## src/rtl/pl_io_dev.sv

```systemverilog
// pl_io_dev: board-side memory-mapped I/O device for the pipelined CPU.
//   Inputs to the CPU (inp0..inp3): debounced switches, key-press flags and
//   press counter with ack readback, prescaled timer, ID + display readback.
//   Outputs from the CPU (otp0..otp3): LEDs, key-flag ack/clear, timer clear,
//   hex display value.
// Ports:
//   clock, resetn      system clock, asynchronous active-low reset
//   otp0..otp3 [31:0]  CPU output words
//   sw [9:0]           raw slide switches (asynchronous)
//   key [3:0]          raw pushbuttons, active-low (asynchronous)
//   inp0..inp3 [31:0]  CPU input words
//   led [9:0]          registered otp0[9:0]
//   hex0..hex3 [6:0]   active-low 7-segment digits {g,f,e,d,c,b,a}
module pl_io_dev #(
  parameter int unsigned DB_CYCLES = 50000,
  parameter int unsigned PRESCALE  = 50000
) (
  input  logic        clock,
  input  logic        resetn,
  input  logic [31:0] otp0,
  input  logic [31:0] otp1,
  input  logic [31:0] otp2,
  input  logic [31:0] otp3,
  input  logic [9:0]  sw,
  input  logic [3:0]  key,
  output logic [31:0] inp0,
  output logic [31:0] inp1,
  output logic [31:0] inp2,
  output logic [31:0] inp3,
  output logic [9:0]  led,
  output logic [6:0]  hex0,
  output logic [6:0]  hex1,
  output logic [6:0]  hex2,
  output logic [6:0]  hex3
);

  localparam int unsigned DBW = (DB_CYCLES > 1) ? $clog2(DB_CYCLES) : 1;
  localparam int unsigned PSW = (PRESCALE > 1) ? $clog2(PRESCALE) : 1;
  localparam logic [DBW-1:0] DB_LAST = DBW'(DB_CYCLES - 1);
  localparam logic [PSW-1:0] PS_LAST = PSW'(PRESCALE - 1);
  localparam int unsigned NB = 14;

  // Switches and keys share one debounce datapath: bits [9:0] sw, [13:10] key.
  logic [NB-1:0]  sync1, sync2, db;
  logic [DBW-1:0] cnt [NB];

  logic [3:0]  key_prev;
  logic [3:0]  press;
  logic [3:0]  clr;
  logic [3:0]  flags;
  logic [7:0]  press_count;
  logic        ack_prev;
  logic        tclr_prev;
  logic [PSW-1:0] pre;
  logic [31:0] timer;
  logic [15:0] disp_reg;

  logic unused_bits;
  assign unused_bits = ^{otp0[31:10], otp1[30:4], otp2[30:0], otp3[31:16]};

  always_ff @(posedge clock or negedge resetn) begin
    if (!resetn) begin
      sync1 <= '0;
      sync2 <= '0;
      db    <= {4'hF, 10'h000};
      for (int unsigned i = 0; i < NB; i++) cnt[i] <= '0;
    end else begin
      sync1 <= {key, sw};
      sync2 <= sync1;
      for (int unsigned i = 0; i < NB; i++) begin
        if (sync2[i] == db[i]) begin
          cnt[i] <= '0;
        end else if (cnt[i] == DB_LAST) begin
          db[i]  <= sync2[i];
          cnt[i] <= '0;
        end else begin
          cnt[i] <= cnt[i] + DBW'(1);
        end
      end
    end
  end

  // A press is seen one cycle after the debounced key falls.
  assign press = key_prev & ~db[13:10];
  assign clr   = (otp1[31] != ack_prev) ? otp1[3:0] : 4'h0;

  always_ff @(posedge clock or negedge resetn) begin
    if (!resetn) begin
      key_prev    <= 4'hF;
      flags       <= '0;
      press_count <= '0;
      ack_prev    <= 1'b0;
    end else begin
      key_prev    <= db[13:10];
      flags       <= (flags & ~clr) | press;
      press_count <= press_count + 8'($countones(press));
      ack_prev    <= otp1[31];
    end
  end

  always_ff @(posedge clock or negedge resetn) begin
    if (!resetn) begin
      pre       <= '0;
      timer     <= '0;
      tclr_prev <= 1'b0;
    end else begin
      tclr_prev <= otp2[31];
      if (otp2[31] != tclr_prev) begin
        pre   <= '0;
        timer <= '0;
      end else if (pre == PS_LAST) begin
        pre   <= '0;
        timer <= timer + 32'd1;
      end else begin
        pre <= pre + PSW'(1);
      end
    end
  end

  always_ff @(posedge clock or negedge resetn) begin
    if (!resetn) begin
      led      <= '0;
      disp_reg <= '0;
    end else begin
      led      <= otp0[9:0];
      disp_reg <= otp3[15:0];
    end
  end

  function automatic logic [6:0] seg7(input logic [3:0] v);
    unique case (v)
      4'h0: seg7 = 7'h40;
      4'h1: seg7 = 7'h79;
      4'h2: seg7 = 7'h24;
      4'h3: seg7 = 7'h30;
      4'h4: seg7 = 7'h19;
      4'h5: seg7 = 7'h12;
      4'h6: seg7 = 7'h02;
      4'h7: seg7 = 7'h78;
      4'h8: seg7 = 7'h00;
      4'h9: seg7 = 7'h10;
      4'hA: seg7 = 7'h08;
      4'hB: seg7 = 7'h03;
      4'hC: seg7 = 7'h46;
      4'hD: seg7 = 7'h21;
      4'hE: seg7 = 7'h06;
      default: seg7 = 7'h0E;
    endcase
  endfunction

  assign inp0 = {22'b0, db[9:0]};
  assign inp1 = {ack_prev, 15'b0, press_count, 4'b0, flags};
  assign inp2 = timer;
  assign inp3 = {16'h1001, disp_reg};
  assign hex0 = seg7(disp_reg[3:0]);
  assign hex1 = seg7(disp_reg[7:4]);
  assign hex2 = seg7(disp_reg[11:8]);
  assign hex3 = seg7(disp_reg[15:12]);

endmodule
```

## config.mk

```make
export PLATFORM = sky130hd
export DESIGN_NAME = pl_io_dev
export DESIGN_NICKNAME = d
export VERILOG_FILES = /design/src/rtl/pl_io_dev.sv
export SDC_FILE = /design/constraint.sdc
export NUM_CORES = 1
export LEC_CHECK = 0
export ABC_CLOCK_PERIOD_IN_PS = 6500
export CAP_MARGIN = 0
export CORE_ASPECT_RATIO = 1.1
export CORE_MARGIN = 2
export CORE_UTILIZATION = 57
export CTS_CLUSTER_SIZE = 30
export DETAILED_ROUTE_END_ITERATION = 10
export GPL_TIMING_DRIVEN = 1
export PLACE_DENSITY = 0.86
export SYNTH_ARGS = -nofsm -noshare
export SYNTH_HDL_FRONTEND = slang
export SYNTH_SLANG_ARGS = --single-unit
```

## constraint.sdc

```tcl
create_clock -name clock -period 6.5 [get_ports clock]
set_input_delay 0.65 -clock clock [delete_from_list [all_inputs] [get_ports clock]]
set_output_delay 0.65 -clock clock [all_outputs]
set_load 0.005 [all_outputs]
```

**Run 1: congestion heat map**

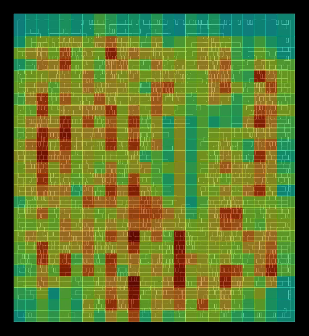
GRT Util Overall: 21.5%
met2 Use GR: 38.2%
GR peak layer: met2
Core Util, Final: 68.2%
wire per inst: 14.8 µm

**Run 1: met3 routing**

(2 px per µm)
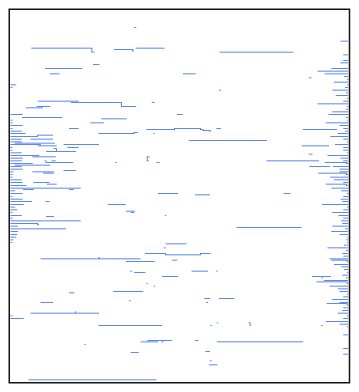
main direction: horizontal
nets with wire on the layer: 215
Vias: 12167
met3 Use GR: 3.95%
final wirelength: 33200 µm

==> results.sh, run 1 <==
# yosys + openroad results
export IMPL_drtPass1Iterations=4
export IMPL_edf_count=0
export IMPL_h_tree_depth=2
export IMPL_wl_met3_um=1830
export IMPL_combPwrFrac_pct=5.3
export IMPL_ys_flops=358
export IMPL_period_used_pct=49.1
export IMPL_die_area_mm2=0.0315
export IMPL_irDropWorstVdd_v=0.000211
export IMPL_ctsHoldBuffers=0
export IMPL_top_register="cnt"
export IMPL_globalplace_congestion=0.861
export IMPL_hold_violations=0
export IMPL_grt_max_degree=160
export IMPL_stdcell_count=2246
export IMPL_criticalPathCategory="flip-flop to output port"
export IMPL_clk_pin_slew_ns=0.06
export IMPL_drt_met1_wl_um=14100
export IMPL_io_buffers=156
export IMPL_grt_pass1_wl_um=56700
export IMPL_cts_buffers=39
export IMPL_tightest_slew_ns=1.06
export IMPL_arrival_ns=2.54
export IMPL_seq_area_frac_synth_pct=52.3
export IMPL_crit_fanout=6
export IMPL_hold_path_class="input pin to async pin"
export IMPL_n_antenna_cell=0
export IMPL_ys_warn_count=0
export IMPL_p_seq_share_pct=47.6
export IMPL_p_leak_nw=8.90
export IMPL_layout_drive_gt1_share_pct=6.25
export IMPL_grt_pass1_vias=12402
export IMPL_rsz0062_at_grt="false"
export IMPL_die_x_um=169
export IMPL_drc=0
export IMPL_wl_met2_um=16600
export IMPL_cts_root_buffer="clkbuf_16"
export IMPL_cp_required_ns=5.85
export IMPL_skew_ns=0.0230
export IMPL_outcome="finished clean"
export IMPL_layout_cells_most_common_list="dfrtp_1, nor2_1, clkdlybuf4s50_1"
export IMPL_power_internal_mw=3.77
export IMPL_dp_hpwl_um=22200
export IMPL_setup_viol_count_final=0
export IMPL_postSynthCellCount=1686
export IMPL_avgSynthCellArea_um2=10.2
export IMPL_avgViaCountPerCell=5.42
export IMPL_fp_coreArea_mm2=0.0296
export IMPL_netSwitchingFraction_pct=22.4
export IMPL_num_rows=66
export IMPL_p_per_area_mw_per_mm2=241
export IMPL_ys_cells=1686
export IMPL_fp_util_pct=58.0
export IMPL_syn_area_mm2=0.0172
export IMPL_setup_tns_ns=0
export IMPL_cts_resized=0
export IMPL_timing_fmax_mhz=313
export IMPL_grt_ovfl_total=0
export IMPL_clock_path_buffers=3
export IMPL_detail_route_antenna_nets=0
**Run 1: cell sizes after repair**

(2 px per µm)
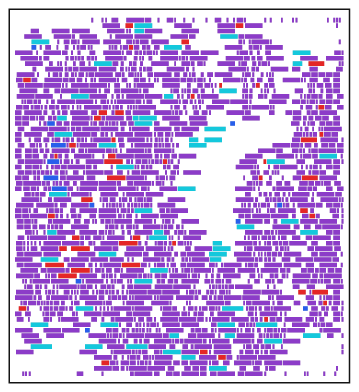
| size | color | cells |
|---|---|---|
| _6 and larger | cyan | 57 |
| _3 and _4 cells | blue | 13 |
| _0 and _1 cells | purple | 1755 |
| _2 cells | red | 47 |
P&R area growth vs syn: 17.5%
number of non-clock buffers: 159
final instance area: 0.0202 mm²
Setup WS post-layout: 3.31 ns

==> run 1: critical path, cell delays in order, from the launching register on <==
cell             delay, ns
dfrtp_1               0.45
inv_1                 0.16
ha_1                  0.25
nor2b_1               0.09
or3b_2                0.47
o21ai_0               0.09
clkdlybuf4s50_1       0.53
==> run 1: final cells by class <==
cell class / instances / area (µm²)
flip-flops and latches: 358 / 8970
clock inverters: 16 / 236
well taps: 374 / 468
repair buffers: 159 / 1600
clock buffers: 56 / 1130
multi-input cells: 1237 / 7590
inverters: 46 / 173
fillers: 2166 / 9400
==> run 1: path summary, 6_finish.rpt <==
kind	startpoint	endpoint	slack, ns	depth (start not counted)
setup / recovery	disp_reg[1]$_DFF_PN0_	hex0[0]	3.31	6
hold / removal	resetn	cnt[21]$_DFF_PN0_	0.16	1
setup reg to reg	db[13]$_DFFE_PN1P_	press_count[6]$_DFF_PN0_	3.91	8
hold reg to reg	sync1[11]$_DFF_PN0_	sync2[11]$_DFF_PN0_	0.35	0
max in group asynchronous	resetn	cnt[7]$_DFF_PN0_	4.66	2
min in group clock	sync1[11]$_DFF_PN0_	sync2[11]$_DFF_PN0_	0.35	0
==> run 1: cell usage after synthesis, drive strengths merged, types with 12 or more instances <==
| master | n | area share [%] |
|---|---|---|
| dfrtp | 350 | 51 |
| nor2 | 304 | 6.7 |
| xnor2 | 133 | 6.8 |
| xor2 | 124 | 6.3 |
| nand2 | 121 | 2.6 |
| nand3 | 112 | 3.4 |
| buf | 74 | 3.2 |
| and3 | 63 | 2.3 |
| nor3 | 58 | 1.7 |
| inv | 46 | 1.0 |
| nand4 | 44 | 1.7 |
| ha | 41 | 3.0 |
| clkbuf | 26 | 0.57 |
| nor4 | 24 | 1.0 |
| or3 | 16 | 0.58 |
| mux2 | 14 | 0.92 |
| a21oi | 12 | 0.35 |
| o21ai | 12 | 0.35 |
==> run 1: logic make-up (layout without fill, tap and decap cells) <==
logic type / after synthesis / in the layout / synth area share (%)
AND-OR/OR-AND: 53 / 53 / 2.12
buffers and inverters: 146 / 277 / 4.75
adder cells (fa/ha/maj): 44 / 44 / 3.34
XOR/XNOR: 257 / 257 / 13.1
other: 2 / 57 / 0.0438
multiplexers: 26 / 26 / 1.91
AND/OR/NAND/NOR: 800 / 800 / 22.4
flip-flops: 358 / 358 / 52.3
==> run 1: power by group through the flow <==
stage / registers [mW] / logic, mW / clock network [mW]
after floorplan: 2.34 / 0.142 / 0
after global placement: 2.35 / 0.250 / 0
after detailed placement: 2.35 / 0.258 / 0
after CTS: 2.31 / 0.262 / 2.34
after global routing: 2.32 / 0.293 / 2.43
final: 2.31 / 0.257 / 2.29
==> run 1: layer usage <==
| layer | vias up | global-route usage [%] |
|---|---|---|
| li1 | 5828 | - |
| met1 | 5957 | 26.9 |
| met2 | 329 | 38.2 |
| met3 | 53 | 3.95 |
| met4 | 0 | 6.29 |
| met5 | - | 0 |
**Run 1: cells colored by class**

(2 px per µm) Fill, decap, tap and diode cells in gray.
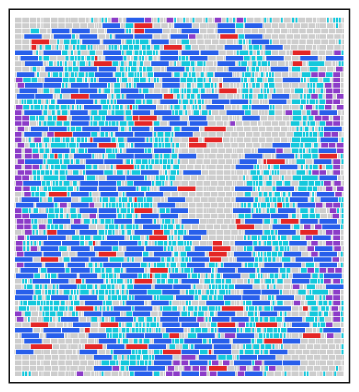

==> run 2: changes to the inputs <==
Settings changed: ABC_CLOCK_PERIOD_IN_PS 6500 to 2900, CORE_UTILIZATION 57 to 48, PLACE_DENSITY 0.86 to 0.77.
Clock period 6.5 ns to 2.9 ns, I/O delays scaled along.
**Run 2: cells colored by class**

(2 px per µm) Fill, decap, tap and diode cells in gray.
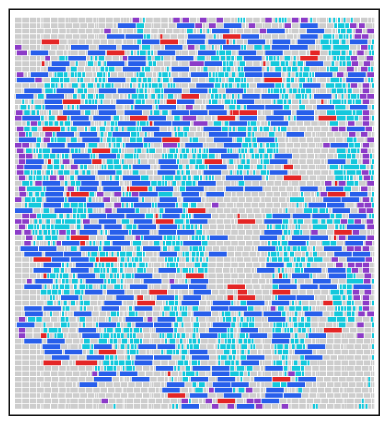
| class | color | cells | share of their area |
|---|---|---|---|
| remaining buffers and delay cells | purple | 173 | 8.9% |
| combinational and other logic | cyan | 1283 | 39% |
| sequential cells | blue | 358 | 46% |
| clock drivers and dummy loads | red | 70 | 6.2% |
Core Util, Final: 57.6%
# rows: 72
Core ar.: 0.0352 mm²
sequential share of cell area: 44.2%
final instance area: 0.0203 mm²

**Run 2: met3 routing**

(2 px per µm)
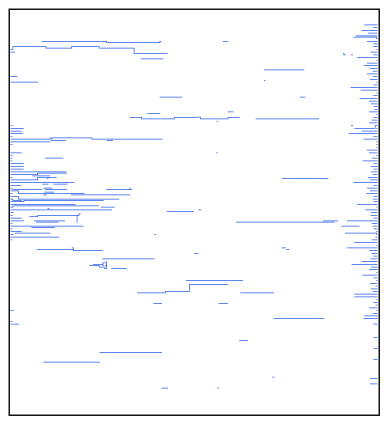
nets with wire on the layer: 196
wire length on this layer: 2000 µm
longest straight run: 50.4 µm
Vias: 11981
final wirelength: 32000 µm
met3 Use GR: 4.36%

==> results.sh, run 2 <==
# yosys + openroad results
export IMPL_postSynthCellCount=1686
export IMPL_setup_ws_ns=0.145
export IMPL_layout_cells_most_common_list="dfrtp_1, nor2_1, clkdlybuf4s50_1"
export IMPL_avgViaCountPerCell=5.07
export IMPL_clock_path_buffers=3
export IMPL_drt_met1_wl_um=14100
export IMPL_ys_flops=358
export IMPL_cts_buffers=39
export IMPL_n_antenna_cell=0
export IMPL_setup_tns_ns=0
export IMPL_p_leak_nw=8.94
export IMPL_r2r_end="press_count[6]$_DFF_PN0_"
export IMPL_layout_drive_gt1_share_pct=6.69
export IMPL_outcome="finished clean"
export IMPL_most_common_cell="dfrtp_1"
export IMPL_die_x_um=184
export IMPL_syn_area_mm2=0.0172
export IMPL_grt_max_degree=105
export IMPL_timing_fmax_mhz=363
export IMPL_rsz0062_at_grt="false"
export IMPL_top_register="cnt"
export IMPL_wl_met2_um=15200
export IMPL_grt_pass1_wl_um=55400
export IMPL_criticalPathCategory="flip-flop to output port"
export IMPL_setup_viol_count_final=0
export IMPL_wl_met3_um=2000
export IMPL_rr_worst_depth=8
export IMPL_period_used_pct=95.0
export IMPL_grt_pass1_vias=12048
export IMPL_holdCritStartpoint="key[3]"
export IMPL_p_per_area_mw_per_mm2=517
export IMPL_ff2ff_setup_slack_ns=0.44
export IMPL_fp_util_pct=48.7
export IMPL_syn_to_final_growth_pct=18.3
export IMPL_critical_path_startpoint="disp_reg[9]$_DFF_PN0_"
export IMPL_ys_cells=1686
export IMPL_synth_top_cells_by_count="dfrtp_1, nor2_1, xnor2_1, xor2_1, nand2_1"
export IMPL_arrival_ns=2.46
export IMPL_top_area_share_pct=51.1
export IMPL_seq_area_frac_synth_pct=52.3
export IMPL_cp_required_ns=2.61
export IMPL_h_tree_depth=2
export IMPL_io_buffers=156
export IMPL_ys_warn_count=0
export IMPL_crit_fanout=6
export IMPL_drtPass1Iterations=5
export IMPL_dp_hpwl_um=22300
export IMPL_cts_root_buffer="clkbuf_16"
export IMPL_grt_ovfl_total=0
export IMPL_top_area_cell="dfrtp_1"
export IMPL_wl_per_cell_um=13.5
export IMPL_tightest_slew_ns=0.812
**Run 2: gate families picked out**

(2 px per µm)
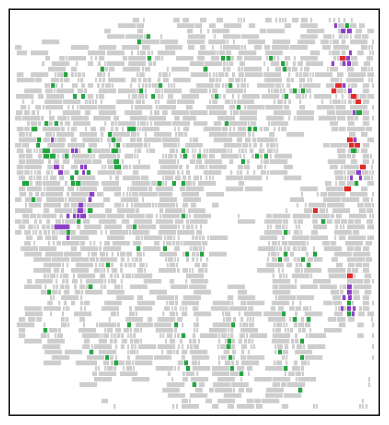
| family | color | cells |
|---|---|---|
| non-inverting ao/oa cells | red | 12 |
| aoi and oai cells | purple | 41 |
| and/or cells | green | 108 |
Comb/total area: 37.4%
Commonest Layout Cell: dfrtp_1
Cell Count, Final, Fillers Out: 2365

[run 2: logic make-up (layout without fill, tap and decap cells)]
| logic type | Yosys count | after routing | share of synthesized area (%) |
|---|---|---|---|
| and+or+nand+nor | 800 | 800 | 22.4 |
| DFF | 358 | 358 | 52.3 |
| xor gates and xnor gates | 257 | 257 | 13.1 |
| buffers and inverters | 146 | 289 | 4.75 |
| AOI/OAI and AO/OA | 53 | 53 | 2.12 |
| adders and majority gates | 44 | 44 | 3.34 |
| muxes | 26 | 26 | 1.91 |
| other | 2 | 57 | 0.0438 |
[run 2: critical path: cells and delay by family (launching register included)]
family,cells,cell delay [ns]
flip-flops,1,0.44
adder cells (fa/ha/maj),1,0.23
buffers and inverters,2,0.68
AND/OR/NAND/NOR,2,0.51
AND-OR/OR-AND,1,0.09
[run 2: worst min-delay path by stage]
stage | cells past startpoint | slack (ns) | endpoint
after floorplan | 0 | -0.006 | ack_prev$_DFF_PN0_
after global routing | 1 | 0.17 | sync1[7]$_DFF_PN0_
final | 1 | 0.20 | sync1[13]$_DFF_PN0_
after global placement | 0 | 0.33 | sync2[7]$_DFF_PN0_
after CTS | 1 | 0.16 | sync1[7]$_DFF_PN0_
after detailed placement | 0 | 0.34 | sync2[13]$_DFF_PN0_
[run 2: what timing repair did]
action,CTS,global route
pin swaps,0,0
endpoints found under the setup margin,1,1
resized,1,1
hold buffers,1,0
endpoints found under the hold margin,85,0
[run 2: through the flow]
step	util [%]	power, mW	instances	hold WS, ns	instance area [µm²]
after floorplan	-	5.56	1741	-0.00559	17400
after global placement	54.1	5.85	2294	0.333	19100
after detailed placement	54.1	5.87	2294	0.336	19100
after CTS	57.6	10.7	2365	0.162	20300
after global routing	57.6	11.0	2365	0.166	20300
final	57.6	10.5	2365	0.196	20300
[run 2: routing by layer]
layer	vias up	GRT usage [%]
li1	5849	-
met1	5809	22.4
met2	277	30.1
met3	42	4.36
met4	4	4.69
met5	-	0
[run 2: final cells by class]
class                           count  area [µm²]
Fill cell                        2953       14900
Sequential cell                   358        8970
Multi-Input combinational cell   1237        7590
Timing Repair Buffer              173        1750
Clock buffer                       57        1110
Tap cell                          481         602
Inverter                           46         173
Clock inverter                     13         108
[run 2: report_power, final]
| part | internal [mW] | total [mW] | leakage [nW] | switching, mW |
|---|---|---|---|---|
| Combinational | 0.277 | 0.595 | 3.53 | 0.318 |
| Sequential | 5.09 | 5.18 | 4.81 | 0.0897 |
| Clock | 2.76 | 4.71 | 0.603 | 1.95 |
Power and IR drop assume default switching activity.
